## src/rtl/fp_square_seq.sv

```systemverilog
// ---------------------------------------------------------------------------
// fp_square_seq
//
// Sequential IEEE-754 binary32 squaring unit: result = A * A.
// Serves as the check path for the square-root block and as a standalone
// squaring operation.
//
// The operand is captured on the accepting edge. The unit then:
//   1. classifies it,
//   2. runs a 24-step shift-add mantissa multiply,
//   3. normalizes the 48-bit product,
//   4. rounds to nearest even.
//
// Special operands skip the multiplier and finish one cycle after acceptance.
// The sign of a square is always positive, so the operand sign is never stored.
//
// Ports
//   clk     in   1   sole clock, rising edge
//   rst     in   1   synchronous active-high reset
//   start   in   1   request, sampled only while idle
//   A       in  32   operand, needs to be valid only on the accepting edge
//   result  out 32   A squared, held until the next completion
//   done    out  1   registered one-cycle completion pulse
//   busy    out  1   high whenever the unit is not idle
// ---------------------------------------------------------------------------
module fp_square_seq (
   input  logic        clk,
   input  logic        rst,
   input  logic        start,
   input  logic [31:0] A,
   output logic [31:0] result,
   output logic        done,
   output logic        busy
);

   typedef enum logic [2:0] {
      IDLE,
      UNPACK,
      MUL,
      NORM,
      ROUND,
      DONE
   } state_t;

   state_t state;
   state_t state_next;

   // Operand without its sign bit; squaring always yields a positive value.
   logic [30:0] op_reg;

   // Shift-add multiplier: the multiplicand shifts left and the multiplier
   // shifts right, so bit 0 of the multiplier selects each partial product.
   logic [47:0] mcand;
   logic [23:0] mplier;
   logic [47:0] acc;
   logic [4:0]  count;

   logic signed [9:0] exp_r;
   logic [22:0]       frac;
   logic              guard;
   logic              sticky;

   logic [7:0]        op_exp;
   logic [22:0]       op_frac;
   logic              op_special;
   logic [31:0]       special_result;
   logic signed [9:0] unpack_exp;

   logic              round_up;
   logic [23:0]       frac_sum;
   logic signed [9:0] exp_rnd;
   logic [31:0]       rounded_result;

   logic              unused_sign;

   assign unused_sign = A[31];
   assign busy        = (state != IDLE);

   assign op_exp  = op_reg[30:23];
   assign op_frac = op_reg[22:0];

   // Operand classification and the fixed results of the special cases.
   // NaN inputs give the canonical quiet NaN. Infinity gives +inf.
   // Zeros and denormals (exponent field 0) are flushed to +0.
   always_comb begin
      op_special     = 1'b0;
      special_result = 32'h0000_0000;
      if (op_exp == 8'hFF) begin
         op_special     = 1'b1;
         special_result = (op_frac != 23'd0) ? 32'h7FC0_0000 : 32'h7F80_0000;
      end else if (op_exp == 8'h00) begin
         op_special     = 1'b1;
         special_result = 32'h0000_0000;
      end
   end

   // Unbiased exponents add, so the biased result exponent is 2*Ea - 127.
   // It is kept 10-bit signed so that overflow and underflow stay visible
   // until the final range check.
   assign unpack_exp = {1'b0, op_exp, 1'b0} - 10'sd127;

   // Round to nearest, ties to even.
   // A carry out of the 23-bit fraction leaves the fraction at zero and
   // bumps the exponent. The range check is applied after that bump.
   always_comb begin
      round_up = guard & (sticky | frac[0]);
      frac_sum = {1'b0, frac} + {23'd0, round_up};
      exp_rnd  = exp_r + (frac_sum[23] ? 10'sd1 : 10'sd0);
      if (exp_rnd >= 10'sd255) begin
         rounded_result = 32'h7F80_0000;
      end else if (exp_rnd <= 10'sd0) begin
         rounded_result = 32'h0000_0000;
      end else begin
         rounded_result = {1'b0, exp_rnd[7:0], frac_sum[22:0]};
      end
   end

   // State register.
   always_ff @(posedge clk) begin
      if (rst) begin
         state <= IDLE;
      end else begin
         state <= state_next;
      end
   end

   // Next-state logic.
   // MUL performs one partial product per cycle while count runs 0..23.
   // The edge that finds count at 24 (all partial products accumulated)
   // moves on to NORM.
   always_comb begin
      state_next = state;
      case (state)
         IDLE:    if (start) state_next = UNPACK;
         UNPACK:  state_next = op_special ? DONE : MUL;
         MUL:     if (count == 5'd24) state_next = NORM;
         NORM:    state_next = ROUND;
         ROUND:   state_next = DONE;
         DONE:    state_next = IDLE;
         default: state_next = IDLE;
      endcase
   end

   // Datapath registers.
   // result is written only on the edge that enters DONE, so it stays
   // stable between completions. done is registered from the next state,
   // so it is high exactly for the DONE cycle.
   always_ff @(posedge clk) begin
      if (rst) begin
         op_reg <= '0;
         mcand  <= '0;
         mplier <= '0;
         acc    <= '0;
         count  <= '0;
         exp_r  <= '0;
         frac   <= '0;
         guard  <= 1'b0;
         sticky <= 1'b0;
         result <= '0;
         done   <= 1'b0;
      end else begin
         done <= (state_next == DONE);
         case (state)
            IDLE: begin
               if (start) begin
                  op_reg <= A[30:0];
               end
            end

            UNPACK: begin
               if (op_special) begin
                  result <= special_result;
               end else begin
                  mcand  <= {24'd0, 1'b1, op_frac};
                  mplier <= {1'b1, op_frac};
                  acc    <= '0;
                  exp_r  <= unpack_exp;
                  count  <= '0;
               end
            end

            MUL: begin
               if (count != 5'd24) begin
                  if (mplier[0]) begin
                     acc <= acc + mcand;
                  end
                  mcand  <= mcand << 1;
                  mplier <= mplier >> 1;
                  count  <= count + 5'd1;
               end
            end

            // The product of two values in [1,2) lies in [1,4).
            // If bit 47 is set the product is at least 2: take the fraction
            // one position higher and bump the exponent.
            NORM: begin
               if (acc[47]) begin
                  frac   <= acc[46:24];
                  guard  <= acc[23];
                  sticky <= |acc[22:0];
                  exp_r  <= exp_r + 10'sd1;
               end else begin
                  frac   <= acc[45:23];
                  guard  <= acc[22];
                  sticky <= |acc[21:0];
               end
            end

            ROUND: begin
               result <= rounded_result;
            end

            default: begin
            end
         endcase
      end
   end

endmodule

```

## config.mk

```make
export PLATFORM = sky130hd
export DESIGN_NAME = fp_square_seq
export DESIGN_NICKNAME = d
export VERILOG_FILES = /design/src/rtl/fp_square_seq.sv
export SDC_FILE = /design/constraint.sdc
export NUM_CORES = 1
export LEC_CHECK = 0
export ABC_AREA = 0
export CAP_MARGIN = 20
export CORE_AREA = 2 2 164 166
export CTS_CLUSTER_DIAMETER = 100
export CTS_CLUSTER_SIZE = 28
export DETAILED_ROUTE_END_ITERATION = 8
export DIE_AREA = 0 0 166 168
export PLACE_DENSITY_LB_ADDON = 0.1
export SLEW_MARGIN = 15
export SYNTH_ARGS = -nofsm -noshare
export SYNTH_HDL_FRONTEND = slang
export SYNTH_SLANG_ARGS = --single-unit
```

## constraint.sdc

```tcl
create_clock -name clk -period 7.04 [get_ports clk]
set_input_delay 0.704 -clock clk [delete_from_list [all_inputs] [get_ports clk]]
set_output_delay 0.704 -clock clk [all_outputs]
set_load 0.02 [all_outputs]
```

Run 1, routing congestion:
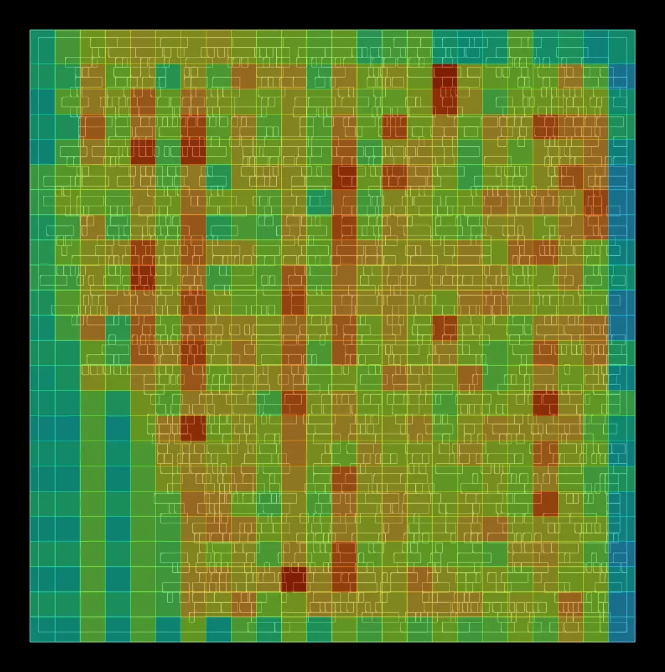
Total GRT Usage: 0.2100
global routing usage on met2: 0.3195
wire per inst: 16.11 um
met3 usage: 0.02374
met1 track demand over resource: 0.3220

Run 1, clock wires, drivers and flops:
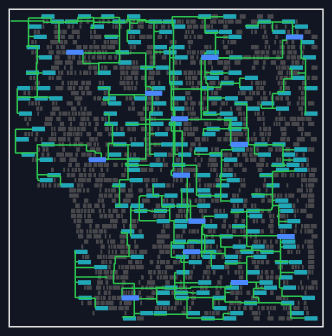
[cyan] flip-flops | count: 226
[green] clock wires | length: 2870 um
[blue] clock drivers | count: 13
routed clock nets: 14
Clk pwr share: 0.222
clk_skew: 40.26 ps
clk latency late pin: 510 ps
Clk. pwr: 846 uW

==> reports/metrics.cfg, run 1 <==
[run_status]
status = completed

[worst_setup_path]
critPathCaptureType = register
r2r_slack_ps = 2770
path_buffers = 0
crit_required_ps = 7480
cpMaxStageDelayCell = and2_1
cp-startpoint = frac[2]

[synthesis]
yosys_warnings = 0
edf_count = 0
syn_area_mm2 = 0.01204
ys_ff = 226
ys_top_logic_family = AND-OR/OR-AND gates
synth-xor-area-share = 0.05381
fp_nets = 1597
simple_gate_share = 0.2033

[job]
warnings = 30
drv_cap = 0

[timing]
fin_crit_ps = 4274
fmax_mhz = 234.0
maxSlewViolCount = 0

[min_path]
hp-start = result[30]

[power_and_ir_drop]
p_leak_nw = 4.974
vdd_ir_drop_max_mv = 0.2543

[layout]
syn_to_final_growth_pct = 10.43

[drt]
vias = 10440
vias_per_cell = 5.675
drc_errors = 0

[floorplanning]
n_tap_cell = 341
design.core.area_mm2 = 0.02635
fp-utilization = 0.4571

[cts]
post_cts_resize_count = 0
cts_setup_buffers = 0
cts-buffers-inserted = 13

[global_routing]
antenna_found_initial = 0
grt.overflow.total = 0
first_global_vias = 9599

[placed_design]
port_buffers = 66

Run 1, cells by drive strength:
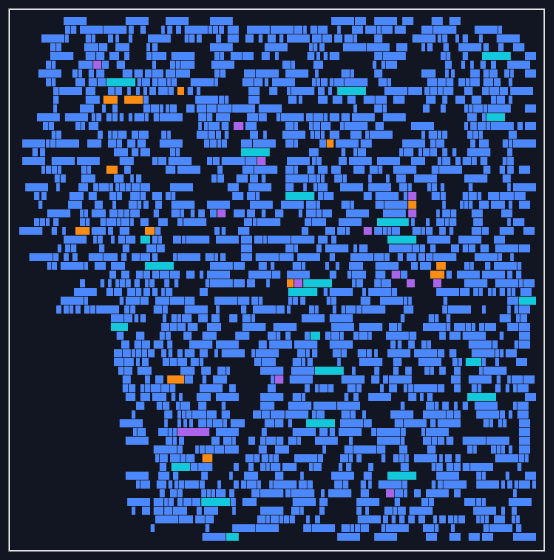
[blue] _0 and _1 cells | cells: 1449 | share: 97% | most used: dfxtp_1
[orange] _2 cells | cells: 13 | share: 0.87%
[purple] _3 and _4 cells | cells: 14 | share: 0.93% | most used: buf_4
[cyan] _6 and larger | cells: 23 | share: 1.5% | most used: clkbuf_16
nonclk buf count: 80
final instance area: 0.01330 mm2
setup ws final: 2766 ps

-- run 1: synth_stat cells (25+ instances only) --
master and number:
mux2i_1 27, nand2_1 170, nand4_1 25, a21oi_1 167
ha_1 57, clkbuf_1 89, nor2_1 181, dfxtp_1 226
xnor2_1 42, o21ai_0 49, and2_1 31, nand3_1 46
a22oi_1 57, xor2_1 32, a21o_1 33, a211oi_1 78
-- run 1: placed cells by master, fill, tap and decap left out, types with 42 or more instances in the layout --
cell type        count
dfxtp_1            226
nor2_1             181
nand2_1            169
a21oi_1            167
a211oi_1            78
clkdlybuf4s50_1     65
a22oi_1             57
ha_1                57
o21ai_0             49
nand3_1             46
xnor2_1             42
-- run 1: where the power goes --
group	internal (mW)	switching, mW
clock network	0.371	0.475
registers	1.49	0.198
logic	0.468	0.806
total	2.33	1.48
## Run 2: what changed since run 1
==> constraint.sdc (replaced) <==
create_clock -name clk -period 3.5 [get_ports clk]
set_input_delay 0.35 -clock clk [delete_from_list [all_inputs] [get_ports clk]]
set_output_delay 0.35 -clock clk [all_outputs]
set_load 0.02 [all_outputs]
==> run 2 against run 1 <==
Against the previous run: setup slack got worse by 2600 ps; hold slack got worse by 170 ps; via count rose by 0.58%; largest cell class unchanged.
==> reports/metrics.cfg, run 2 <==
[run_status]
status = completed  ; unchanged

[drt]
drc_errors = 0  ; unchanged
vias_per_cell = 5.653  ; was 5.675
met3_length_mm = 1.238  ; was 1.192 mm
routedWlPerCell_um = 16.29  ; was 16.11 um
met1Wirelength_mm = 15.77  ; was 15.69 mm
totalWireLength_mm = 30.27  ; was 29.64 mm
firstDrtPassIters = 6  ; was 5
highest_layer = met4  ; unchanged
vias = 10500  ; was 10440
ant_nets = 0  ; unchanged

[synthesis]
simple_gate_share = 0.2033  ; unchanged
fa_ha_area_frac = 0.06088  ; unchanged
avgSynthCellArea_um2 = 8.008  ; unchanged
netlist_top_cells_count = 226 x dfxtp_1, 181 x nor2_1, 170 x nand2_1, 167 x a21oi_1, 89 x clkbuf_1  ; unchanged
async_flop_share = 0  ; unchanged
yosys_warnings = 0  ; unchanged
syn_inst = 1504  ; unchanged
ys_ff = 226  ; unchanged
area_leaders = dfxtp_1 38%, a21oi_1 6.9%, ha_1 5.9%  ; unchanged
syn_area_mm2 = 0.01204  ; unchanged
edf_count = 0  ; unchanged
synth-xor-area-share = 0.05381  ; unchanged
most_common_cell = dfxtp_1  ; unchanged
fp_nets = 1597  ; unchanged
synthAoiAreaFrac = 0.2438  ; unchanged
ys_top_logic_family = AND-OR/OR-AND gates  ; unchanged

[global_routing]
use_met3 = 0.02233  ; was 0.02374
first_global_vias = 9661  ; was 9599
grt_max_degree = 94  ; unchanged
met2_usage = 0.3237  ; was 0.3195
grt.overflow.total = 0  ; unchanged
grt_use_met1 = 0.3256  ; was 0.3220
track_usage = 0.2132  ; was 0.2100
antenna_found_initial = 0  ; unchanged
grt_most_used_layer = met1  ; unchanged

[power_and_ir_drop]
p_comb_frac = 0.335  ; about the same
vdd_ir_drop_max_mv = 0.4582  ; was 0.2543 mV
p_comb_mw = 2.58  ; was 1.27 mW
pg_seq_mw = 3.40  ; was 1.69 mW
swShare = 0.3899  ; was 0.3884
seqPwrFrac = 0.442  ; was 0.443
power.internal_mw = 4.696  ; was 2.329 mW
p_leak_nw = 5.050  ; was 4.974 nW
powerDensity_mw_per_mm2 = 571.8  ; was 286.4 mW/mm2
pwr-share-clk = 0.222  ; about the same
power_leader = registers  ; unchanged
switching_power_mw = 3.001  ; was 1.479 mW
pg_clk_mw = 1.71  ; was 846 uW

[floorplanning]
dieWidth_um = 166  ; unchanged
design.core.area_mm2 = 0.02635  ; unchanged
fp-utilization = 0.4571  ; unchanged
pin_count = 69  ; unchanged
rows = 60  ; unchanged

[cts]
clk_pin_slew_ps = 110  ; about the same
clock_latency_ps = 500  ; was 510 ps
cts_setup_buffers = 0  ; unchanged
root_buffer = clkbuf_16  ; unchanged
post_cts_resize_count = 0  ; unchanged
cts-buffers-inserted = 13  ; unchanged

[worst_setup_path]
cp-startpoint = frac[3]  ; was frac[2]
cpMaxStageDelayCell = or3_4  ; was and2_1
crit_required_ps = 3880  ; was 7480 ps
crit_type = reg2reg  ; unchanged
timing.rr.end = result[22]  ; unchanged
r2r_slack_ps = 210  ; was 2770 ps
path_buffers = 1  ; was 0
path_common_cell = ha_4
critPathCaptureType = register  ; unchanged

[job]
warnings = 30  ; unchanged
drv_cap = 0  ; unchanged

[layout]
nFillCells = 2560  ; was 2547
drive_above_1_share = 0.05076  ; was 0.03336
mi_logic_area_mm2 = 0.007124  ; was 0.007049 mm2
lay_top_cells = 226 x dfxtp_1, 180 x nor2_1, 169 x nand2_1  ; was 226 x dfxtp_1, 181 x nor2_1, 169 x nand2_1
lay_top_count = dfxtp_1  ; unchanged
fin_area_mm2 = 0.01346  ; was 0.01330 mm2

[min_path]
hp-start = rst  ; was result[30]
min_path_cells = 2  ; unchanged
holdPathEnd = acc[12]  ; was result[30]

[timing]
finalSetupViolations = 0  ; unchanged
fmax_mhz = 303.6  ; was 234.0 MHz
maxSlewViolCount = 0  ; unchanged
fin_crit_ps = 3294  ; was 4274 ps
skew_ps = 30.93  ; was 40.26 ps

[placed_design]
port_buffers = 66  ; unchanged

run 2: layout make-up:
| class | instances | area share |
|---|---|---|
| Clock inverter | 4 | 0.003997 |
| Inverter | 18 | 0.005019 |
| Clock buffer | 17 | 0.02602 |
| Tap cell | 341 | 0.03169 |
| Timing Repair Buffer | 98 | 0.06794 |
| Multi-Input combinational cell | 1154 | 0.5292 |
| Sequential cell | 226 | 0.3361 |
run 2: logic make-up after synthesis:
family,Yosys count
buf+inv,124
fa+ha+maj,58
xor+xnor,74
simple gates,540
compound gates,454
mux,27
flops,226
other cells,1
run 2: stage by stage:
step                      hold slack (ps)  total power [mW]
after floorplan                     436.7             5.272
after global placement              441.0             5.989
after detailed placement            443.7             6.027
after CTS                           276.9             7.726
after global routing                311.5             8.222
final                               282.2             7.697
Run 2, logic cells by family:
Scale bar: 50 um.
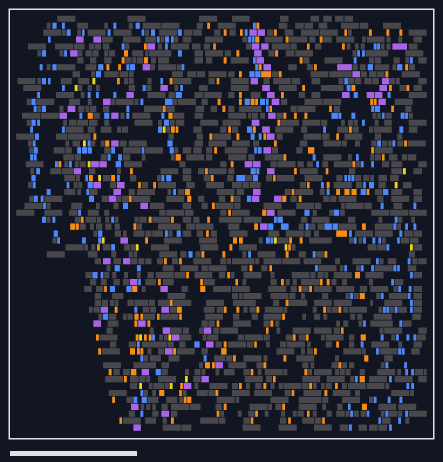
[blue] nand cells | cells: 258 | most used: nand2_1 | where: spread over the die
[purple] xor and xnor cells | cells: 74 | most used: xnor2_1
[yellow] inv cells | cells: 18 | most used: inv_1 | where: spread over the die
[orange] nor cells | cells: 223 | most used: nor2_1

Run 2, cells by drive strength:
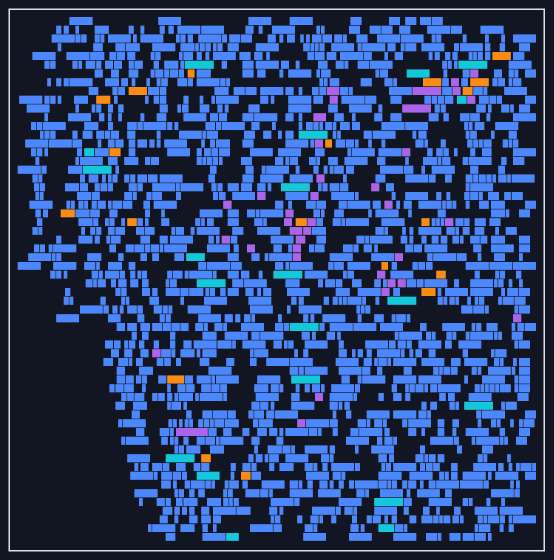
[blue] _0 and _1 cells | cells: 1440 | share: 95% | most used: dfxtp_1
[cyan] _6 and larger | cells: 20 | share: 1.3% | most used: clkbuf_16
[orange] _2 cells | cells: 19 | share: 1.3%
[purple] _3 and _4 cells | cells: 38 | share: 2.5% | most used: buf_4
nonclk buf count: 98
setup ws final: 206.4 ps
area delta synth->final: 11.77%

## Run 3: what changed since run 2
--- a/config.mk
+++ b/config.mk
@@ -7,12 +7,13 @@
 export LEC_CHECK = 0
 export ABC_AREA = 0
 export CAP_MARGIN = 20
-export CORE_AREA = 2 2 164 166
+export CORE_AREA = 10 10 172 174
 export CTS_CLUSTER_DIAMETER = 100
 export CTS_CLUSTER_SIZE = 28
 export DETAILED_ROUTE_END_ITERATION = 8
-export DIE_AREA = 0 0 166 168
+export DIE_AREA = 0 0 182 184
 export PLACE_DENSITY_LB_ADDON = 0.1
+export SETUP_SLACK_MARGIN = 0.05
 export SLEW_MARGIN = 15
 export SYNTH_ARGS = -nofsm -noshare
 export SYNTH_HDL_FRONTEND = slang
==> run 3 against run 2 <==
Against the previous run: hold slack lost 110 ps; setup slack lost 0.99 ps; sequential power is essentially flat; non-clock buffer count up 1; routed wire length rose by 2.4%; first-iteration DRC count shrank 18%; die size increased by 20%; area after synthesis unchanged; fmax about the same; utilization is 1.1 points higher; synthesized cell count unchanged; largest power group unchanged.
==> reports/metrics.cfg, run 3 <==
[run_status]
status = completed  ; unchanged

[timing]
fmax_mhz = 303.5  ; was 303.6 MHz
slew_headroom = 0.3287  ; was 0.3458
maxSlewViolCount = 0  ; unchanged
fin_setup_tns_ps = 0  ; unchanged
finalSetupViolations = 0  ; unchanged
layout_setup_ws_ps = 205.4  ; was 206.4 ps
fin_crit_ps = 3295  ; was 3294 ps
skew_ps = 32.74  ; was 30.93 ps
timing.hold.ws_ps = 171.8  ; was 282.2 ps

[job]
warnings = 32  ; was 30
drv_cap = 0  ; unchanged

[drt]
highest_layer = met4  ; unchanged
met1Wirelength_mm = 16.24  ; was 15.77 mm
drc_errors = 0  ; unchanged
vias_per_cell = 5.692  ; was 5.653
routedWlPerCell_um = 16.73  ; was 16.29 um
firstDrtPassIters = 5  ; was 6
met3_length_mm = 1.291  ; was 1.238 mm
ant_nets = 0  ; unchanged
vias = 10550  ; was 10500
totalWireLength_mm = 31.00  ; was 30.27 mm

[synthesis]
yosys_area_mm2 = 0.01204  ; unchanged
async_flop_share = 0  ; unchanged
ys_ff = 226  ; unchanged
area_leaders = dfxtp_1 38%, a21oi_1 6.9%, ha_1 5.9%  ; unchanged
avgSynthCellArea_um2 = 8.008  ; unchanged
yosys_warnings = 0  ; unchanged
syn_inst = 1504  ; unchanged
syn_area_mm2 = 0.01204  ; unchanged
fp_nets = 1597  ; unchanged
ys_cells = 1504  ; unchanged
most_common_cell = dfxtp_1  ; unchanged
edf_count = 0  ; unchanged

[layout]
n_all_inverters = 18  ; unchanged
clock_area_frac = 0.03172  ; was 0.03002
n_all_buffers = 99  ; was 98
clock_buffers = 14  ; was 17
syn_to_final_growth_pct = 12.35  ; was 11.77%
mi_logic_area_mm2 = 0.007163  ; was 0.007124 mm2
drive_above_1_share = 0.05797  ; was 0.05076
fin_area_mm2 = 0.01353  ; was 0.01346 mm2
signal_buffer_area_fraction = 0.06842  ; was 0.06794
logic_gate_count = 1154  ; unchanged
nFillCells = 2515  ; was 2560
dominant_cells = multi-input combinational cells  ; unchanged
lay_top_cells = 224 x dfxtp_1, 180 x nor2_1, 169 x nand2_1  ; was 226 x dfxtp_1, 180 x nor2_1, 169 x nand2_1

[global_routing]
grt_max_degree = 124  ; was 94
met2_usage = 0.2639  ; was 0.3237
first_global_vias = 9642  ; was 9661
antenna_found_initial = 0  ; unchanged
grt.overflow.total = 0  ; unchanged
use_met3 = 0.02264  ; was 0.02233

[cts]
post_cts_resize_count = 6  ; was 0
cts_setup_buffers = 0  ; unchanged
cts-buffers-inserted = 13  ; unchanged
root_buffer = clkbuf_16  ; unchanged
clock_latency_ps = 500  ; about the same
clk_pin_slew_ps = 110  ; about the same

[power_and_ir_drop]
power.internal_mw = 4.744  ; was 4.696 mW
powerDensity_mw_per_mm2 = 573.4  ; was 571.8 mW/mm2
power_leader = registers  ; unchanged
p_leak_nw = 5.068  ; was 5.050 nW
p_comb_mw = 2.59  ; was 2.58 mW
pg_clk_mw = 1.75  ; was 1.71 mW
vdd_ir_drop_max_mv = 0.5880  ; was 0.4582 mV
pg_seq_mw = 3.41  ; was 3.40 mW
p_comb_frac = 0.334  ; was 0.335
switching_power_mw = 3.015  ; was 3.001 mW
power.total_mw = 7.759  ; was 7.697 mW
seqPwrFrac = 0.440  ; was 0.442
swShare = 0.3886  ; was 0.3899
pwr-share-clk = 0.226  ; was 0.222

[worst_setup_path]
cp_data_arrival_time_ps = 3670  ; about the same
path_buffers = 1  ; unchanged
timing.rr.end = result[8]  ; was result[22]
critPathCaptureType = register  ; unchanged
crit_type = reg2reg  ; unchanged
cp-startpoint = frac[3]  ; unchanged
cpMaxStageDelayCell = or3_4  ; unchanged

[floorplanning]
dieWidth_um = 182  ; was 166 um
design.core.area_mm2 = 0.02591  ; was 0.02635 mm2
pin_count = 69  ; unchanged
n_tap_cell = 335  ; was 341
fp-utilization = 0.4648  ; was 0.4571
rows = 59  ; was 60

[min_path]
hp-start = rst  ; unchanged
holdPathEnd = acc[3]  ; was acc[12]

[placed_design]
gp_congestion = 0.9109  ; was 0.8989
port_buffers = 66  ; unchanged

run 3: kinds of logic (layout without fill, tap and decap cells):
family / count (synthesis) / count (layout) / share of synthesized area
buf+inv: 124 / 138 / 0.03979
xor+xnor: 74 / 74 / 0.05381
other cells: 1 / 1 / 0.0003114
flops: 226 / 226 / 0.3756
simple gates: 540 / 540 / 0.2033
mux: 27 / 27 / 0.02244
compound gates: 454 / 454 / 0.2438
fa+ha+maj: 58 / 58 / 0.06088
run 3: worst max-delay path by stage:
stage | end | slack, ps | depth (start not counted)
finish | result[8] | 210 | 16
global route | result[28] | 10 | 16
CTS | result[8] | 70 | 16
detailed placement | result[8] | -70 | 16
global placement | result[13] | 50 | 16
floorplan | result[10] | 60 | 18
Run 3, routing congestion:
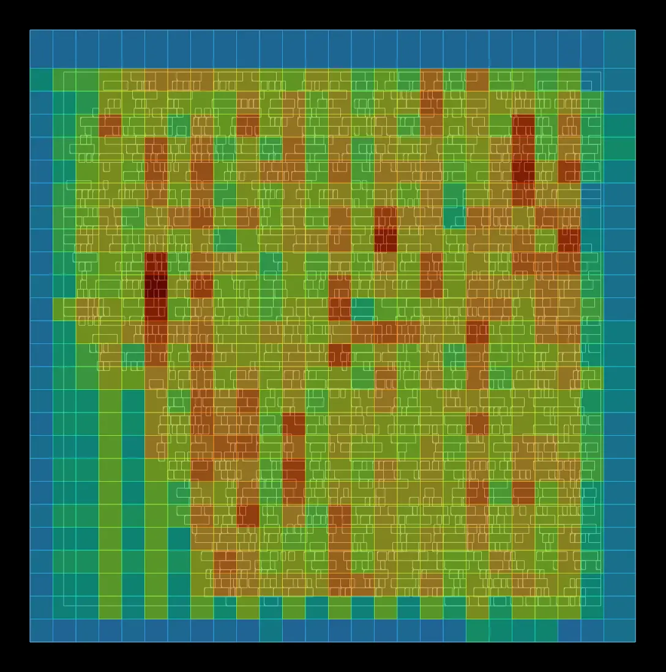
met1 track demand over resource: 0.2647
Util after Layout: 0.5222
GRT busiest layer: met1
Total GRT Usage: 0.1770

Run 3, logic cells by family:
Scale bar: 50 um.
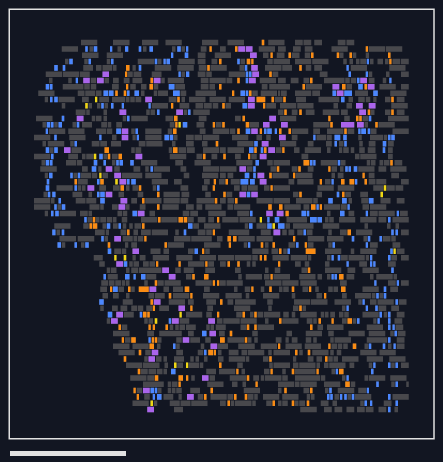
[yellow] inv cells | cells: 18 | most used: inv_1
[purple] xor and xnor cells | cells: 74 | most used: xnor2_1
[blue] nand cells | cells: 258 | most used: nand2_1 | where: spread over the die
[orange] nor cells | cells: 223 | most used: nor2_1
Non-Filler Instances: 1853
Commonest Layout Cell: dfxtp_1
combinational fraction of the cell area: 0.5294

Power and IR drop assume default switching activity.
